==> images/pins.png <==
Pins as bars across the die edge, other pins in gray.
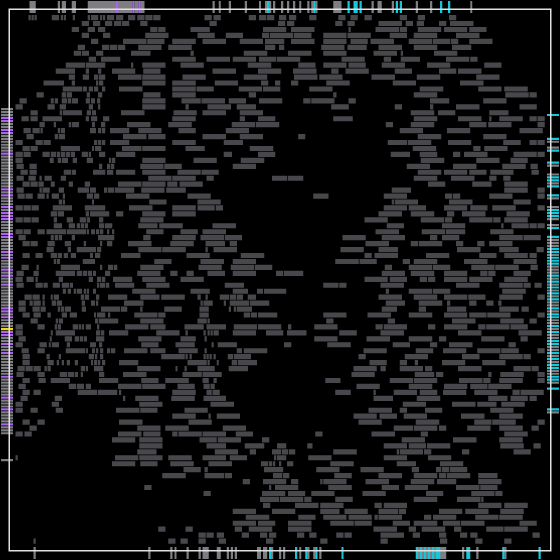
==> images/final_clocks.png <==
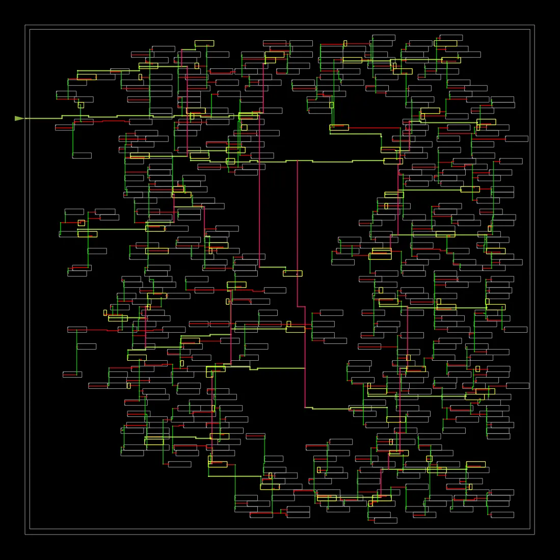
==> images/registers.png <==
Scale bar: 50 µm. Other sequential cells in the stronger gray, the rest of the logic in the fainter gray.
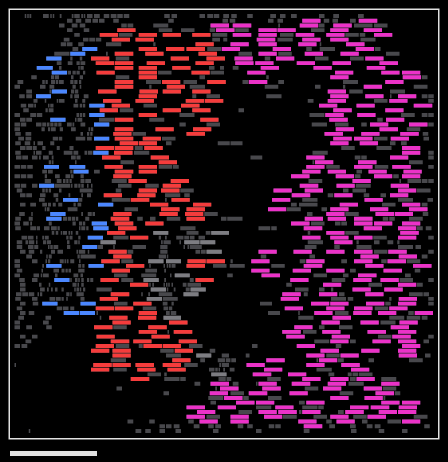
==> images/gate_families.png <==
Scale bar: 50 µm.
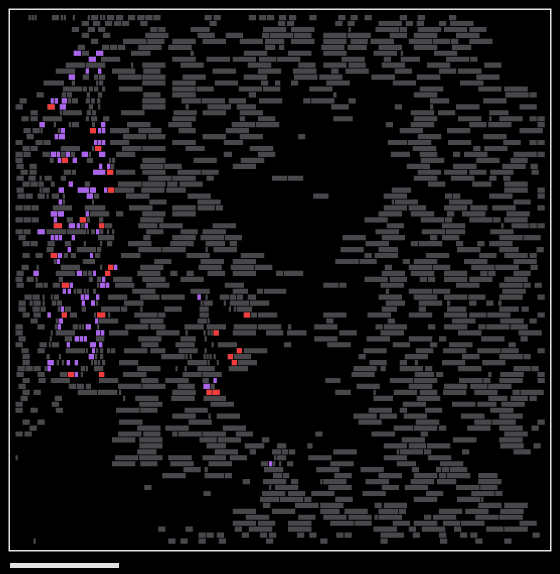
==> images/metal_stack.png <==
Only two layers are drawn.
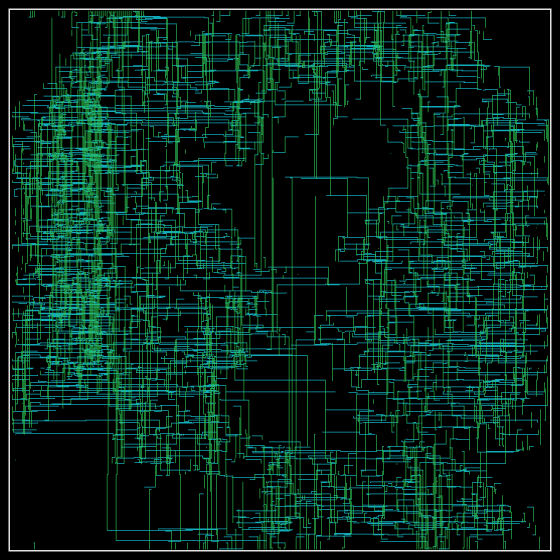
`src/rtl/fetch_req_gen.sv`:
```
// Fetch request generator: walks a predicted PC stream, issues block-aligned
// instruction memory requests and returns in-order fetch packets through a small queue.
module fetch_req_gen #(
    parameter int          FETCH_WIDTH = 2,
    parameter int          QUEUE_DEPTH = 4,
    parameter logic [31:0] RESET_PC    = 32'h6000_0000,
    localparam int         SW          = (FETCH_WIDTH > 1) ? $clog2(FETCH_WIDTH) : 1,
    localparam int         BLK         = 4 * FETCH_WIDTH
) (
    input  logic                      clk,
    input  logic                      rst,
    input  logic                      redirect_valid,
    input  logic [31:0]               redirect_pc,
    output logic [31:0]               pred_pc,
    input  logic                      pred_taken,
    input  logic [SW-1:0]             pred_slot,
    input  logic [31:0]               pred_target,
    output logic                      imem_req,
    input  logic                      imem_ready,
    output logic [31:0]               imem_addr,
    output logic [BLK-1:0]            imem_rmask,
    input  logic                      imem_resp,
    input  logic [32*FETCH_WIDTH-1:0] imem_rdata,
    output logic                      out_valid,
    input  logic                      out_ready,
    output logic [31:0]               out_pc,
    output logic [32*FETCH_WIDTH-1:0] out_instr,
    output logic [FETCH_WIDTH-1:0]    out_mask,
    output logic                      out_pred_taken
);
    localparam int PW = $clog2(QUEUE_DEPTH);
    localparam int CW = $clog2(QUEUE_DEPTH + 1);

    typedef struct packed {
        logic [31:0]            pc;
        logic [FETCH_WIDTH-1:0] mask;
        logic                   pred_taken;
    } meta_t;

    logic [31:0]               fetch_pc;
    logic [PW-1:0]             head_ptr;
    logic [PW-1:0]             tail_ptr;
    logic [PW-1:0]             resp_ptr;
    logic [CW-1:0]             count;
    logic [QUEUE_DEPTH-1:0]    q_stale;
    logic [QUEUE_DEPTH-1:0]    q_has_data;
    meta_t                     q_meta [QUEUE_DEPTH];
    logic [32*FETCH_WIDTH-1:0] q_data [QUEUE_DEPTH];

    logic [SW-1:0]          offset;
    logic                   pred_eff;
    logic [FETCH_WIDTH-1:0] alloc_mask;
    logic [31:0]            block_pc;
    logic [31:0]            next_pc;
    logic                   accept;
    logic                   head_done;
    logic                   pop;
    logic [PW-1:0]          resp_dist;
    logic                   resp_ok;

    // Slot decode: the block is trimmed below the entry offset and after a taken slot.
    always_comb begin
        // NOTE: every signal written here gets a default first, so no path can infer a latch.
        alloc_mask = '0;
        offset     = SW'((fetch_pc >> 2) & 32'(FETCH_WIDTH - 1));
        pred_eff   = pred_taken && (pred_slot >= offset);
        for (int i = 0; i < FETCH_WIDTH; i++) begin
            alloc_mask[i] = (SW'(i) >= offset) && (!pred_eff || (SW'(i) <= pred_slot));
        end
        block_pc = fetch_pc & ~32'(BLK - 1);
        next_pc  = pred_eff ? pred_target : block_pc + 32'(BLK);
    end

    assign pred_pc    = fetch_pc;
    assign imem_addr  = block_pc;
    assign imem_rmask = {BLK{1'b1}};
    assign imem_req   = !rst && !redirect_valid && (count < CW'(QUEUE_DEPTH));
    assign accept     = imem_req && imem_ready;

    assign head_done      = (count != '0) && q_has_data[head_ptr];
    assign out_valid      = head_done && !q_stale[head_ptr];
    assign pop            = (out_valid && out_ready) || (head_done && q_stale[head_ptr]);
    assign out_pc         = q_meta[head_ptr].pc;
    assign out_mask       = q_meta[head_ptr].mask;
    assign out_pred_taken = q_meta[head_ptr].pred_taken;
    assign out_instr      = q_data[head_ptr];

    // NOTE: sequential state is updated with non-blocking assignments only.
    always_ff @(posedge clk or posedge rst) begin
        if (rst) begin
            fetch_pc   <= RESET_PC;
            head_ptr   <= '0;
            tail_ptr   <= '0;
            resp_ptr   <= '0;
            count      <= '0;
            q_stale    <= '0;
            q_has_data <= '0;
        end else begin
            if (redirect_valid) begin
                fetch_pc <= redirect_pc;
            end else if (accept) begin
                fetch_pc <= next_pc;
            end

            if (accept) begin
                tail_ptr             <= tail_ptr + PW'(1);
                q_has_data[tail_ptr] <= 1'b0;
                q_stale[tail_ptr]    <= 1'b0;
            end

            // A response landing in a redirect cycle still fills; the stale mark below wins.
            if (imem_resp) begin
                q_has_data[resp_ptr] <= 1'b1;
                resp_ptr             <= resp_ptr + PW'(1);
            end

            if (redirect_valid) begin
                q_stale <= '1;
            end

            if (pop) begin
                head_ptr <= head_ptr + PW'(1);
            end

            if (accept && !pop) begin
                count <= count + CW'(1);
            end else if (!accept && pop) begin
                count <= count - CW'(1);
            end
        end
    end

    // NOTE: payload storage carries no reset; validity is tracked by count and the flag bits.
    always_ff @(posedge clk) begin
        if (accept) begin
            q_meta[tail_ptr] <= '{pc: fetch_pc, mask: alloc_mask, pred_taken: pred_eff};
        end
        if (imem_resp) begin
            q_data[resp_ptr] <= imem_rdata;
        end
    end

    // A response must target an allocated entry that is still waiting for data.
    assign resp_dist = resp_ptr - head_ptr;
    assign resp_ok   = (count != '0) && (CW'(resp_dist) < count) && !q_has_data[resp_ptr];

    resp_has_pending_entry: assert property (
        @(posedge clk) disable iff (rst) imem_resp |-> resp_ok
    );

endmodule

```
`config.mk`:
```
export PLATFORM = sky130hd
export DESIGN_NAME = fetch_req_gen
export DESIGN_NICKNAME = d
export VERILOG_FILES = /design/src/rtl/fetch_req_gen.sv
export SDC_FILE = /design/constraint.sdc
export NUM_CORES = 1
export LEC_CHECK = 0
export CORE_MARGIN = 2
export CORE_UTILIZATION = 30
export DETAILED_ROUTE_END_ITERATION = 12
export PLACE_DENSITY = 0.48
export SLEW_MARGIN = 20
export SYNTH_ARGS = -nofsm -noshare
export SYNTH_HDL_FRONTEND = slang
export SYNTH_SLANG_ARGS = --single-unit
```
`constraint.sdc`:
```
create_clock -name clk -period 4.9 [get_ports clk]
set_input_delay 1.47 -clock clk [delete_from_list [all_inputs] [get_ports clk]]
set_output_delay 1.47 -clock clk [all_outputs]
set_load 0.01 [all_outputs]
```
==> metrics.cfg <==
[worst_hold_path]
hold_path_class=reg -> reg
min_from=q_has_data[1]
hold_depth=1

[timing]
hold_viol_final=0
whs_ns=0.476
tightest_slew_ns=0.955
report.final.slew_viol_count=0
rsz0062_at_grt=false
fin_setup_tns_ns=0
setup_viol=0
slew_headroom_pct=36.3
max_freq_mhz=234
min_period_ns=4.28
period_used_pct=87.3
worst_slack_ns=0.621

[routing]
ant_nets=0
dr.pass1.iters=6
routedWlPerCell_um=22.6
wl_met1_um=20300
top_layer=met4
drc_errors=0
route.met3.wl_um=3490
dr.first_iter.drc_count=400
route.met2.wl_um=21300

[cts]
cts_max_level=2
ctsHoldBuffers=0
ctsResizeCount=0
numCtsBuffers=50
clk_pin_slew_ns=0.06
postCtsSetupRepairBufs=0
cts_tree=yes
cts_max_path_buffers=3
cts-root-buf=clkbuf_16
insertion_delay_ns=0.57

[power_and_ir_drop]
totalPowerFinal_mw=12.6
peakVddDrop_mv=0.281
top_power_group=registers
sw_frac_of_total_pct=28.9
combPwrFrac_pct=31.0
switchingPower_mw=3.64
p_clk_mw=3.56
pwr-share-clk_pct=28.2
p_comb_mw=3.91
pwr-share-seq_pct=40.8
p_seq_mw=5.15
leakage_nw=7.64
power.internal_mw=8.98

[yosys]
yosysTopAreaCellShare_pct=67.2
syn_area_um2=17700
top_cell=edfxtp_1
ys_sh_simple_pct=3.78
aoi_share_pct=4.54
top_cells_by_area=edfxtp_1 (67%), mux4_2 (13%), dfrtp_1 (6.6%)
yosys-stat-area_um2=17700
ys_cells=919
edf_count=396
ys.flops=445
synthCells=919
ys_sh_adder_pct=0.820
synthMuxAreaShare_pct=13.1
synthTopCellsByCount=edfxtp_1 (396), mux4_2 (101), dfrtp_1 (47)
ys_sh_xor_pct=0.495
synth_area_per_cell_um2=19.3

[layout]
combGateArea_um2=4080
flops=445
clk_share_pct=6.80
filler_cell_count=5306
inverters=19
buffer_area_share_pct=14.2
buffers=321
final_layout_size_suffix_gt1_share_pct=17.4
comb_share_pct=17.7
final_nets=1368
final_cells=2034
syn2layout_area_growth_pct=30.6
diodes=0
final_cell_mix=edfxtp_1 (396), clkdlybuf4s50_1 (297), mux4_2 (101)
largest-register=q_data
lay_top_count=edfxtp_1
num-clock-buffers=62
largest_class=sequential cells
finalInstanceArea_um2=23100

[grt]
grt_max_degree=42
grt_pass1_wl_um=67100
grt.busiest_layer=met2
grt_use_met2_pct=23.7
grt_pass1_vias=10200
overflow=0

[worst_setup_path]
crit_path_end_kind=output port
worst_setup_path_start_kind=register
rr_endpoint=count[2]
crit_start=head_ptr[1]
max_stage_delay_ns=0.75
crit_path_top_delay_cell=dfrtp_4
worstPathCellList=buf_4, mux4_2, clkdlybuf4s50_1
cp.depth=3
cp_num_buf_inv=2
r2r_cells=8
r2r_slack_ns=1.91
worstPathMaxFanout=28
crit_type=reg -> out
crit_end=out_pc[4]

[place]
dp.cells=1942
dp_hpwl_um=29700
io_buffers=297
gp_congestion=0.802
postPlaceCellArea_um2=21500
post-place-ws_ns=0.693

[run_status]
status=completed

[flow_run]
warning_count=32
maxCapViolCount=0

[floorplan]
num_rows=89
nWellTaps=773
die_w_um=247
coreArea_um2=58700
die_h_um=247

## Picture notes: pins.png
purple -> `pred_target`  # pins 32, direction input, edge 29 west, 3 north
cyan -> `out_instr`  # pins 64, direction output, edge 38 east, 16 south, 10 north
yellow -> `pred_slot`  # pins 1, direction input, edge west
all pins by edge = 111 west, 74 east, 72 north, 52 south

## Picture notes: final_clocks.png
Worst Clk Skew: 0.0142 ns
TritonCTS Sinks: 445

## Picture notes: registers.png
red -> `q_meta`  # placed flops 140
magenta -> `q_data`  # placed flops 256
blue -> `pred_pc`  # placed flops 32
not colored = 17
final core utilization: 39.4%
Flop area: 13100 µm²
Seq area share: 56.8%

## Picture notes: gate_families.png
purple -> inverting AOI/OAI gates  # cells 94, most used o21ai_0
red -> AND-OR and OR-AND gates  # cells 24, most used a21o_1, where west

## Picture notes: metal_stack.png
cyan -> met1  # wire length 20.3 mm
green -> met2  # wire length 21.3 mm
WL final: 46000 µm
Total GRT Usage: 14.9%
via count: 9644

Power figures rest on the tool's default switching activity, not on a simulated workload.
